Figure 1. Floorplan with the power grid.
Bar = 20 µm. Pins as bars on the die edge. Tap cells in grey.
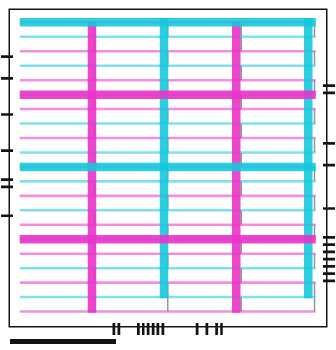
Figure 2. Placed cells, one colour a class.
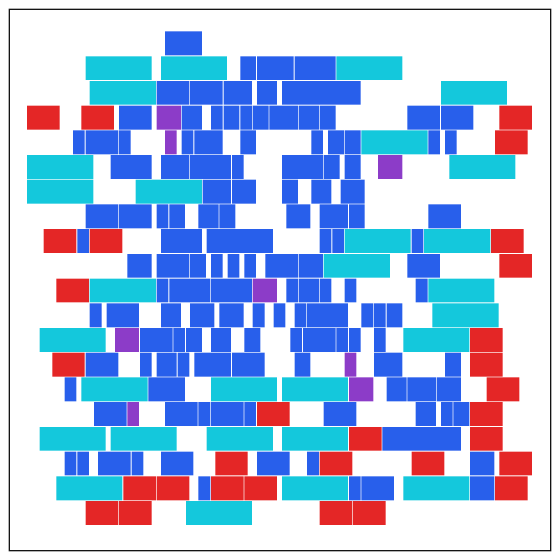
Figure 3. Clock wires, drivers and flops.
Bar = 20 µm.
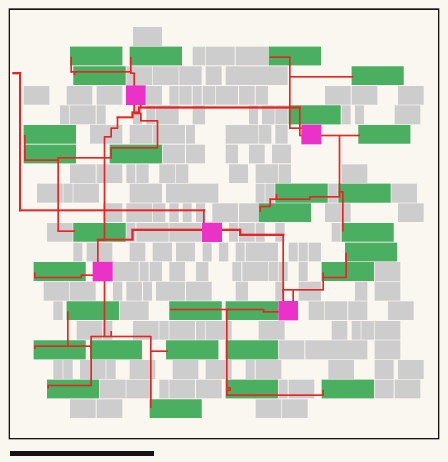
**src/rtl/multiplier_pkg.sv**
```systemverilog
// Shared definitions for the serial shift-and-add multiplier: FSM encoding,
// default operand width and counter sizing.
package multiplier_pkg;

  localparam int DEF_WORD_LENGTH = 4;

  // Counter width for a given operand width; never narrower than one bit.
  function automatic int cnt_width(input int w);
    return (w > 1) ? $clog2(w) : 1;
  endfunction

  localparam int CNT_W = cnt_width(DEF_WORD_LENGTH);

  typedef enum logic [2:0] {
    S_IDLE  = 3'd0,
    S_LOAD  = 3'd1,
    S_RUN   = 3'd2,
    S_FLUSH = 3'd3,
    S_DONE  = 3'd4
  } state_t;

endpackage

```
**src/rtl/mult_accumulator.sv**
```systemverilog
// Datapath for the shift-and-add multiplier: multiplicand register, 2W-bit
// accumulator of shifted partial products and the committed product register.
module mult_accumulator
  import multiplier_pkg::*;
#(
  parameter  int WORD_LENGTH = DEF_WORD_LENGTH,
  localparam int CW          = cnt_width(WORD_LENGTH)
) (
  input  logic                       clk,
  input  logic                       reset,
  input  logic                       i_clr,
  input  logic [WORD_LENGTH-1:0]     i_mcand,
  input  logic                       i_add_en,
  input  logic                       i_bit,
  input  logic [CW-1:0]              i_cnt,
  input  logic                       i_commit,
  output logic [2*WORD_LENGTH-1:0]   o_product
);

  logic [WORD_LENGTH-1:0]   r_mcand;
  logic [2*WORD_LENGTH-1:0] r_acc;
  logic [2*WORD_LENGTH-1:0] r_product;
  logic [2*WORD_LENGTH-1:0] w_partial;

  // Zero-extend before shifting so no multiplicand bit is lost.
  always_comb begin
    w_partial = '0;
    if (i_bit) w_partial = {{WORD_LENGTH{1'b0}}, r_mcand} << i_cnt;
  end

  always_ff @(posedge clk) begin
    if (reset) begin
      r_mcand   <= '0;
      r_acc     <= '0;
      r_product <= '0;
    end else begin
      if (i_clr) begin
        r_mcand <= i_mcand;
        r_acc   <= '0;
      end else if (i_add_en) begin
        r_acc <= r_acc + w_partial;
      end
      if (i_commit) r_product <= r_acc;
    end
  end

  assign o_product = r_product;

endmodule

```
**src/rtl/shift_add_mult_ctrl.sv**
```systemverilog
// Sequencer for the serial shift-and-add multiplier: drives the external
// PISO shift register and steers the accumulator datapath.
module shift_add_mult_ctrl
  import multiplier_pkg::*;
#(
  parameter  int WORD_LENGTH = DEF_WORD_LENGTH,
  localparam int CW          = cnt_width(WORD_LENGTH)
) (
  input  logic                     clk,
  input  logic                     reset,
  input  logic                     start,
  input  logic [WORD_LENGTH-1:0]   multiplicand,
  input  logic [WORD_LENGTH-1:0]   multiplier,
  output logic [WORD_LENGTH-1:0]   sr_data,
  output logic                     sr_load,
  output logic                     sr_shift,
  input  logic                     sr_bit,
  output logic [2*WORD_LENGTH-1:0] product,
  output logic                     ready,
  output logic                     done,
  output state_t                   o_state
);

  localparam logic [CW-1:0] CNT_LAST = CW'(WORD_LENGTH - 1);

  state_t                 r_state;
  state_t                 w_next_state;
  logic [CW-1:0]          r_cnt;
  logic [WORD_LENGTH-1:0] r_sr_data;
  logic                   w_cnt_last;
  logic                   w_clr;
  logic                   w_add_en;
  logic                   w_commit;

  assign w_cnt_last = (r_cnt == CNT_LAST);

  always_ff @(posedge clk) begin
    if (reset) r_state <= S_IDLE;
    else       r_state <= w_next_state;
  end

  always_comb begin
    w_next_state = r_state;
    case (r_state)
      S_IDLE:  if (start) w_next_state = S_LOAD;
      S_LOAD:  w_next_state = S_RUN;
      S_RUN:   if (w_cnt_last) w_next_state = S_FLUSH;
      S_FLUSH: if (w_cnt_last) w_next_state = S_DONE;
      S_DONE:  w_next_state = S_IDLE;
      default: w_next_state = S_IDLE;
    endcase
  end

  // Product is committed on the FLUSH->DONE edge so it is valid while done=1.
  always_comb begin
    ready    = 1'b0;
    sr_load  = 1'b0;
    sr_shift = 1'b0;
    done     = 1'b0;
    w_clr    = 1'b0;
    w_add_en = 1'b0;
    w_commit = 1'b0;
    case (r_state)
      S_IDLE: begin
        ready = 1'b1;
        w_clr = start;
      end
      S_LOAD:  sr_load = 1'b1;
      S_RUN: begin
        sr_shift = 1'b1;
        w_add_en = 1'b1;
      end
      S_FLUSH: begin
        sr_shift = 1'b1;
        w_commit = w_cnt_last;
      end
      S_DONE:  done = 1'b1;
      default: ;
    endcase
  end

  // RUN and FLUSH each wrap the counter explicitly after W steps.
  always_ff @(posedge clk) begin
    if (reset) begin
      r_cnt     <= '0;
      r_sr_data <= '0;
    end else if (w_clr) begin
      r_cnt     <= '0;
      r_sr_data <= multiplier;
    end else if (sr_shift) begin
      r_cnt <= w_cnt_last ? '0 : r_cnt + CW'(1);
    end
  end

  mult_accumulator #(.WORD_LENGTH(WORD_LENGTH)) u_acc (
    .clk       (clk),
    .reset     (reset),
    .i_clr     (w_clr),
    .i_mcand   (multiplicand),
    .i_add_en  (w_add_en),
    .i_bit     (sr_bit),
    .i_cnt     (r_cnt),
    .i_commit  (w_commit),
    .o_product (product)
  );

  assign sr_data = r_sr_data;
  assign o_state = r_state;

endmodule
```
**config.mk**
```make
export PLATFORM = sky130hd
export DESIGN_NAME = shift_add_mult_ctrl
export DESIGN_NICKNAME = d
export VERILOG_FILES = /design/src/rtl/multiplier_pkg.sv /design/src/rtl/mult_accumulator.sv /design/src/rtl/shift_add_mult_ctrl.sv
export SDC_FILE = /design/constraint.sdc
export NUM_CORES = 1
export LEC_CHECK = 0
export CORE_MARGIN = 1.5
export CORE_UTILIZATION = 50
export CTS_CLUSTER_SIZE = 10
export DETAILED_ROUTE_END_ITERATION = 10
export PLACE_DENSITY = 0.77
export SLEW_MARGIN = 20
export SYNTH_ARGS = -nofsm -noshare
export SYNTH_HDL_FRONTEND = slang
export SYNTH_HIERARCHICAL = 1
export SYNTH_SLANG_ARGS = --single-unit
export TNS_END_PERCENT = 30
```
**constraint.sdc**
```tcl
create_clock -name clk -period 6.6 [get_ports clk]
set_input_delay 1.98 -clock clk [delete_from_list [all_inputs] [get_ports clk]]
set_output_delay 1.98 -clock clk [all_outputs]
set_load 0.02 [all_outputs]
```
==> results.py <==
# Synthesis and PnR figures
metrics = {
    "final_layout": {
        "nNetsFinal": 221,
        "n_antenna_cell": 0,
        "instances_no_fill": 245,
        "layout-area-overhead-vs-synth_pct": 21.21,
        "lay_top_cells": "clkdlybuf4s50_1, dfxtp_1, nor2_1",
        "final_layout_size_suffix_gt1_frac": 0.07960,
        "most_frequently_placed_logic_cell_in_the_final_layout": "clkdlybuf4s50_1",
    },
    "yosys": {
        "ys.warnings.count": 6,
        "syn_avg_cell_area_um2": 9.260,
        "async_reset_ff_frac": 0,
        "postSynthRegisterBits": 29,
        "netlist_top_cells_area": "dfxtp_1, mux2i_1, nor2_1",
        "ys_cells": 172,
        "yosysSeqAreaShare": 0.3645,
        "yosys-top-cells-count": "dfxtp_1, nor2_1, mux2i_1, nand2_1, ha_1",
        "edf_count": 0,
        "ys_area_mm2": 0.001593,
        "floorplan.nets": 193,
        "yosysTopAreaCellShare": 0.3645,
        "synth.most_common_cell": "dfxtp_1",
        "yosys.cell_types.count": 46,
        "main_flop_type": "dfxtp_1",
        "largest_area_cell": "dfxtp_1",
        "syn-instance-count": 172,
        "synth.cell_area_mm2": 0.001593,
    },
    "global_route": {
        "grt_antenna_before_repair": 0,
        "global_route_wire_length_before_repair_um": 5575,
        "global_route.usage.met3": 0.07424,
        "globalRoute.busiestLayer": "met2",
        "via_count_of_the_first_global_routing_pass": 1259,
        "grt_start_max_net_pins": 24,
        "use_met2": 0.3375,
        "global_route_met1_utilization": 0.2561,
        "grt.overflow.total": 0,
        "gr-usage-all-layers": 0.2111,
    },
    "floorplanning": {
        "fp_util": 0.5260,
        "floorplan.die_area_mm2": 0.003533,
        "pin_count": 31,
    },
    "clock_tree": {
        "cts_post_setup_buffers_inserted": 0,
        "cts_resized": 0,
        "clock_sinks": 29,
        "holdBufCountCts": 0,
        "htreeDepth": 2,
        "clk_latency_ps": 330,
        "clockRootBuffer": "clkbuf_4",
        "cts-buffers-inserted": 5,
        "cts.reportedPaths.clkPinSlew_ps": 90,
        "cts.path.max_buffers": 2,
        "cts_tree": "done",
    },
    "detailed_routing": {
        "routed_wl_met3_um": 190,
        "routedWlPerCell_um": 13.20,
        "postRouteWirelength_um": 3233,
        "route.detailed.drc": 0,
        "vias_per_cell": 5.469,
        "ant_nets": 0,
        "highest_layer": "met4",
        "wl_met1_um": 1455,
        "detailedRoute.firstIterationViolations": 81,
        "detail_route.first_pass.iterations": 4,
        "met2_length_um": 1548,
        "vias": 1340,
    },
    "hold_path": {
        "hold_path_depth": 2,
        "worst_hold_startpoint": "u_acc/o_product[3]",
        "min-delay-path-class": "flop to flop",
        "min_delay_worst_endpoint": "u_acc/o_product[3]",
    },
    "pwr": {
        "power.switching_fraction": 0.2752,
        "p_comb_frac": 0.161,
        "switchingPower_uw": 94.69,
        "power_clock_uw": 101,
        "power.internal_uw": 249.4,
        "pg_seq_uw": 187,
        "power.group.top": "registers",
        "power_leakage_nw": 0.7266,
        "power.density_cell_area_mw_per_mm2": 178.2,
        "pwr.group.combinational_uw": 55.4,
        "power.ir.vdd_worst_mv": 0.1091,
        "design_power_total_uw": 344.1,
        "part_of_the_total_power_dissipated_in_sequential_elements": 0.544,
    },
    "timing": {
        "timing.final.crit_period_ps": 4198,
        "timing.final.max_slew_violations": 0,
        "holdWs_ps": 499.3,
        "max_freq_ghz": 0.2382,
        "timing.final.crit_share": 0.6360,
        "final-hold-violation-count": 0,
        "slew_headroom": 0.3729,
        "rsz0062_at_grt": "no",
        "transition_time_at_the_pin_with_the_least_slew_margin_ps": 937.2,
        "fin_ws_ps": 2402,
        "tns_ps": 0,
        "setup_violations": 0,
    },
    "setup_path": {
        "timing.setup.critical_path_class": "input port to flop",
        "worst-path-max-fanout": 6,
        "ff2ff_path_depth": 8,
        "ff2ff_setup_slack_ps": 4160,
        "endpoint_of_the_worst_setup_timing_path": "u_acc/r_acc[4]",
        "startpoint": "sr_bit",
        "worst_ep_required_time_ps": 6880,
        "worst_ep_arrival_time_ps": 4480,
        "regToRegEndpoint": "u_acc/r_acc[4]",
        "end_kind": "flop",
        "timing.critical_path.from_type": "input port",
        "worstReg2RegStart": "r_cnt[0]",
    },
    "placement": {
        "placedCellCount": 237,
        "gpl.final_weighted_congestion": 0.8421,
        "io_buffers": 30,
        "dp_hpwl_um": 2387,
        "placed_area_mm2": 0.001882,
        "pre_cts_slack_ps": 2065,
    },
    "job": {
        "cap_violations": 0,
        "warnings": 26,
    },
    "run_status": {
        "run_status": "complete, no violations",
    },
}
Back to the opening pictures, Figure 1:
Key: cyan = VDD; magenta = VSS
31 signal pins sit on the boundary. 21 met1 rails follow the rows. 44 tap cells. 4 straps on met5. The core has 20 rows.
CORE AREA: 0.003028 mm²
Die W: 59.44 µm

Back to the opening pictures, Figure 2:
Key: purple = clock drivers and dummy loads [cells 8]; red = other buffers and delay cells [cells 30]; cyan = flops [cells 29]; blue = all other logic [cells 134]
number of core rows: 20
fraction of standard cell area that is sequential: 0.3007
final core utilization: 0.6376
Layout Cell Area excl Fill: 0.001931 mm²

Back to the opening pictures, Figure 3:
Key: magenta = cells driving clock nets [count 5]; green = flip-flops [count 29]; red = clock wires [length 392 µm]
Position of the flops: widely spread.
clock share of power: 0.295
final worst clock skew: 4.047 ps

-- cells by family after synthesis --
group | count (synthesis) | synth area share
AND/OR/NAND/NOR | 69 | 0.2365
XOR/XNOR | 1 | 0.005500
adder cells (fa/ha/maj) | 9 | 0.07542
multiplexers | 23 | 0.1461
buffers and inverters | 15 | 0.05577
flip-flops | 29 | 0.3645
AND-OR/OR-AND | 26 | 0.1163
-- layout make-up --
class	instances	area (µm²)
repair buffers	30	300.3
clock buffers	8	48.80
inverters	6	22.52
multi-input cells	128	923.4
flip-flops and latches	29	580.6
well taps	44	55.05
fillers	249	1097
-- critical path, stage by stage --
cell and delay [ps]:
clkdlybuf4s50_1 560, nor4bb_1 350, ha_1 250, inv_1 60
fa_1 360, and2b_2 240, o21ai_0 90, a2111oi_1 410
a311o_2 170
Power figures rest on the tool's default switching activity, not on a simulated workload.
